[config.mk]
export PLATFORM = sky130hd
export DESIGN_NAME = dsm_mod2_mc
export DESIGN_NICKNAME = d
export VERILOG_FILES = /design/src/rtl/dsm_mod2_mc.sv
export SDC_FILE = /design/constraint.sdc
export NUM_CORES = 1
export LEC_CHECK = 0
export CORE_MARGIN = 2
export CORE_UTILIZATION = 60
export DETAILED_ROUTE_END_ITERATION = 10
export GPL_TIMING_DRIVEN = 0
export PLACE_DENSITY = 0.85
export REMOVE_ABC_BUFFERS = 1
export SYNTH_ARGS = -nofsm -noshare
export SYNTH_HDL_FRONTEND = slang
export SYNTH_SLANG_ARGS = --single-unit
[constraint.sdc]
create_clock -name aclk -period 13.6 [get_ports aclk]
set_clock_uncertainty 0.15 [all_clocks]
set_input_delay 2.04 -clock aclk [delete_from_list [all_inputs] [get_ports aclk]]
set_output_delay 2.04 -clock aclk [all_outputs]
set_load 0.01 [all_outputs]
[src/rtl/dsm_mod2_mc.sv]
// dsm_mod2_mc: time-multiplexed, multi-channel, second-order 1-bit delta-sigma
// modulator. One PCM frame in (CHANNELS signed samples), one 1-bit frame out.
// A single pair of integrator adders walks the channels one per cycle.
//
// Ports:
//   aclk, arst_n          clock, asynchronous active-low reset
//   s_axis_data_*         input frame stream, channel k at [k*WIDTH +: WIDTH]
//   m_axis_data_*         output frame stream, bit k is channel k's DSM bit
//
// Optional feature macro: DSM_SAT_EN (saturating integrators; default wraps).
module dsm_mod2_mc #(
   parameter int unsigned WIDTH     = 16,
   parameter int unsigned CHANNELS  = 2,
   parameter int unsigned EXT_ACC_1 = 2,
   parameter int unsigned EXT_ACC_2 = 4
) (
   input  logic                      aclk,
   input  logic                      arst_n,
   input  logic [CHANNELS*WIDTH-1:0] s_axis_data_tdata,
   input  logic                      s_axis_data_tvalid,
   output logic                      s_axis_data_tready,
   output logic [CHANNELS-1:0]       m_axis_data_tdata,
   output logic                      m_axis_data_tvalid,
   input  logic                      m_axis_data_tready
);

   localparam int unsigned A1_W = WIDTH + EXT_ACC_1;
   localparam int unsigned A2_W = WIDTH + EXT_ACC_2;
`ifdef DSM_SAT_EN
   // Two guard bits hold the exact three-operand sum before clamping.
   localparam int unsigned S1_W = A1_W + 2;
   localparam int unsigned S2_W = A2_W + 2;
   localparam logic signed [A1_W-1:0] ACC1_MAX = {1'b0, {(A1_W-1){1'b1}}};
   localparam logic signed [A1_W-1:0] ACC1_MIN = {1'b1, {(A1_W-1){1'b0}}};
   localparam logic signed [A2_W-1:0] ACC2_MAX = {1'b0, {(A2_W-1){1'b1}}};
   localparam logic signed [A2_W-1:0] ACC2_MIN = {1'b1, {(A2_W-1){1'b0}}};
`else
   localparam int unsigned S1_W = A1_W;
   localparam int unsigned S2_W = A2_W;
`endif
   localparam int unsigned CH_W    = (CHANNELS > 1) ? $clog2(CHANNELS) : 1;
   localparam logic [CH_W-1:0] CH_LAST = CH_W'(CHANNELS - 1);

   localparam logic [1:0] S_IDLE = 2'd0;
   localparam logic [1:0] S_CALC = 2'd1;
   localparam logic [1:0] S_OUT  = 2'd2;

   logic [1:0]                r_state;
   logic [1:0]                w_state_nxt;
   logic [CH_W-1:0]           r_ch;
   logic [CH_W-1:0]           w_ch_nxt;
   logic                      w_accept;
   logic [CHANNELS*WIDTH-1:0] r_x;
   logic signed [A1_W-1:0]    r_acc1 [CHANNELS];
   logic signed [A2_W-1:0]    r_acc2 [CHANNELS];
   logic [CHANNELS-1:0]       r_prev;
   logic                      r_tready;
   logic                      r_tvalid;
   logic [CHANNELS-1:0]       r_tdata;

   logic signed [WIDTH-1:0]   w_x;
   logic signed [WIDTH-1:0]   w_fb;
   logic signed [S1_W-1:0]    w_sum1;
   logic signed [S2_W-1:0]    w_sum2;
   logic signed [A1_W-1:0]    w_acc1_nxt;
   logic signed [A2_W-1:0]    w_acc2_nxt;
   logic                      w_out;

   assign s_axis_data_tready = r_tready;
   assign m_axis_data_tvalid = r_tvalid;
   assign m_axis_data_tdata  = r_tdata;

   // Next-state logic: IDLE -> CALC (one channel per cycle) -> OUT -> IDLE.
   always_comb begin
      w_state_nxt = r_state;
      w_ch_nxt    = r_ch;
      w_accept    = 1'b0;
      case (r_state)
         S_IDLE: begin
            if (s_axis_data_tvalid && r_tready) begin
               w_accept    = 1'b1;
               w_state_nxt = S_CALC;
               w_ch_nxt    = '0;
            end
         end
         S_CALC: begin
            if (r_ch == CH_LAST) begin
               w_state_nxt = S_OUT;
            end else begin
               w_ch_nxt = r_ch + CH_W'(1);
            end
         end
         S_OUT: begin
            if (m_axis_data_tready) begin
               w_state_nxt = S_IDLE;
            end
         end
         default: begin
            w_state_nxt = S_IDLE;
            w_ch_nxt    = '0;
         end
      endcase
   end

   // Shared integrator datapath for channel r_ch; acc2 consumes the new acc1.
   always_comb begin
      w_x    = r_x[32'(r_ch) * WIDTH +: WIDTH];
      w_fb   = r_prev[r_ch] ? {1'b1, {(WIDTH-1){1'b0}}} : {1'b0, {(WIDTH-1){1'b1}}};
      w_sum1 = S1_W'(r_acc1[r_ch]) + S1_W'(w_x) + S1_W'(w_fb);
`ifdef DSM_SAT_EN
      if (w_sum1 > S1_W'(ACC1_MAX)) begin
         w_acc1_nxt = ACC1_MAX;
      end else if (w_sum1 < S1_W'(ACC1_MIN)) begin
         w_acc1_nxt = ACC1_MIN;
      end else begin
         w_acc1_nxt = w_sum1[A1_W-1:0];
      end
`else
      w_acc1_nxt = w_sum1;
`endif
      w_sum2 = S2_W'(r_acc2[r_ch]) + S2_W'(w_acc1_nxt) + S2_W'(w_fb);
`ifdef DSM_SAT_EN
      if (w_sum2 > S2_W'(ACC2_MAX)) begin
         w_acc2_nxt = ACC2_MAX;
      end else if (w_sum2 < S2_W'(ACC2_MIN)) begin
         w_acc2_nxt = ACC2_MIN;
      end else begin
         w_acc2_nxt = w_sum2[A2_W-1:0];
      end
`else
      w_acc2_nxt = w_sum2;
`endif
      w_out = ~w_acc2_nxt[A2_W-1];
   end

   // State, channel state and registered stream outputs.
   always_ff @(posedge aclk or negedge arst_n) begin
      if (!arst_n) begin
         r_state  <= S_IDLE;
         r_ch     <= '0;
         r_x      <= '0;
         r_prev   <= '0;
         r_tready <= 1'b0;
         r_tvalid <= 1'b0;
         r_tdata  <= '0;
         for (int k = 0; k < int'(CHANNELS); k++) begin
            r_acc1[k] <= '0;
            r_acc2[k] <= '0;
         end
      end else begin
         r_state  <= w_state_nxt;
         r_ch     <= w_ch_nxt;
         r_tready <= (w_state_nxt == S_IDLE);
         r_tvalid <= (w_state_nxt == S_OUT);
         if (w_accept) begin
            r_x <= s_axis_data_tdata;
         end
         if (r_state == S_CALC) begin
            r_acc1[r_ch]  <= w_acc1_nxt;
            r_acc2[r_ch]  <= w_acc2_nxt;
            r_prev[r_ch]  <= w_out;
            r_tdata[r_ch] <= w_out;
         end
      end
   end

endmodule
Sizing map:
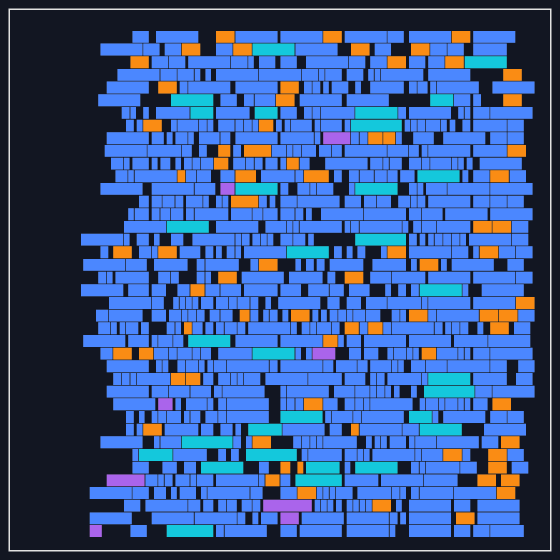
_0 and _1 cells -> blue  # cells 667, share 86%
_2 cells -> orange  # cells 74, share 9.5%
_3 and _4 cells -> purple  # cells 8, share 1.0%
_6 and larger -> cyan  # cells 31, share 4.0%
final instance area: 8770 sq um
Area growth syn-to-layout: 16.7%
nonclk buf count: 44

Gate-type map:
Scale bar: 20 um.
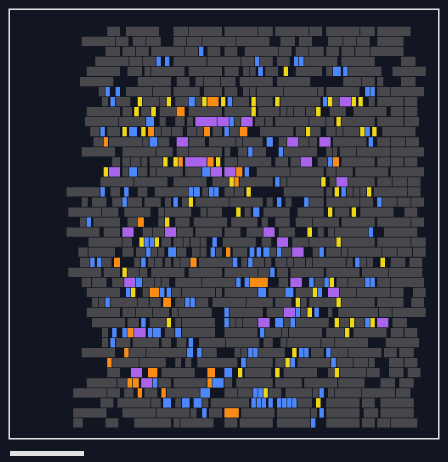
inv cells -> yellow  # cells 58
nor cells -> orange  # cells 29
nand cells -> blue  # cells 129
xor and xnor cells -> purple  # cells 27
Commonest Layout Cell: dfrtp_1
combinational fraction of the cell area: 0.490
final non-filler cell total: 948

Signal wires on met3:
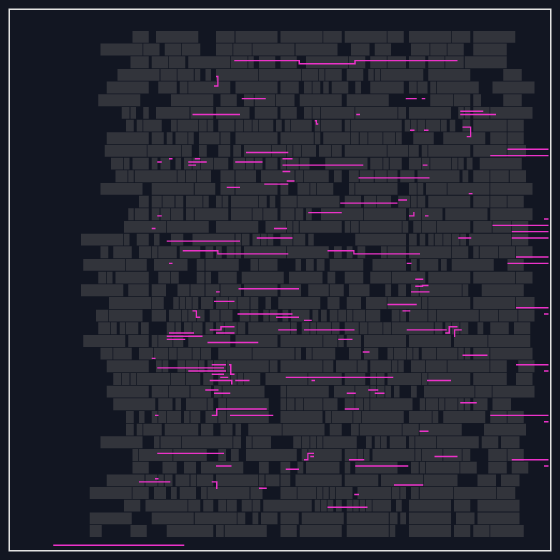
wire length on this layer = 678 um
main direction = horizontal

==> logic make-up (layout without fill, tap and decap cells) <==
logic type / Yosys count / in the layout / share of synthesized area
AOI/OAI and AO/OA: 167 / 167 / 0.141
xor gates and xnor gates: 27 / 27 / 0.0335
adders and majority gates: 74 / 74 / 0.161
buffers and inverters: 86 / 134 / 0.0491
DFF: 115 / 115 / 0.383
muxes: 87 / 87 / 0.124
and+or+nand+nor: 176 / 176 / 0.108
==> final cells by class <==
| cell class | count | area, sq um |
|---|---|---|
| Multi-Input combinational cell | 531 | 4300 |
| Fill cell | 791 | 3340 |
| Clock buffer | 23 | 488 |
| Clock inverter | 9 | 174 |
| Sequential cell | 115 | 2880 |
| Timing Repair Buffer | 44 | 503 |
| Inverter | 58 | 218 |
| Tap cell | 168 | 210 |
==> job_summary.md <==
## PnR job results

| Metric | Value |
|---|---|
| Status | `complete, no violations` |
| # Cells Yosys | `732` |
| Setup TNS | `0 ns` |
| Core Box Area | `12,100 sq um` |
| HP Class | `reg -> reg` |
| Initial antenna violation count | `0` |
| Die height | `116 um` |
| Antenna Cells | `0` |
| GR peak layer | `met2` |
| DP HPWL | `11,300 um` |
| Post-synth area hogs | `dfrtp_1 (38%), fa_1 (10%), mux2_2 (7.3%), ha_1 (6.0%), nand2_1 (5.2%)` |
| Synth warn | `0` |
| Setup Crit Path Kind | `reg -> reg` |
| Max-slew violations | `0` |
| Post-layout nets | `877` |
| Hold Vio Cnt, Final | `0` |
| CP Depth | `21` |
| Cells along the critical path | `mux2i_4 > inv_2 > fa_1 > inv_1 > fa_1 > a21o_1 > a21oi_2 > o21ai_1 > a41o_1 > a21oi_4 > o21ai_1 > xnor2_1 > fa_1 > inv_1 > ha_1 > and3_1 > and3_1 > o21ai_1 > a21oi_2 > or2_4 > a221o_1` |
| Hold Crit Depth | `2` |
| Finish-stage setup viols | `0` |
| Wl on met1 | `6950 um` |
| Biggest regs | `r_acc2 (40), r_acc1 (36), r_x (32)` |
| RSZ-0062 raised after global routing | `false` |
| YS chip area | `7520 sq um` |
| Top Layout Cells | `dfrtp_1 (114), nand2_1 (104), inv_1 (57)` |
| Met2 usage | `0.478` |
| Cell Type Count | `55` |
| Post-synth top cells | `dfrtp_1 (115), nand2_1 (105), inv_1 (58)` |
| Pre-Repair DR Iteration Count | `5` |
| Buffers & Inverters on Critical Path | `3` |
| Critical Path AT | `7.00 ns` |
| FP Util | `0.621` |
| End-of-flow core utilization | `0.724` |
| Post-synth EDFFs | `0` |
| Worst path required time | `13.76 ns` |
| Met2 wire length | `8730 um` |
| Top cell area share | `0.383` |
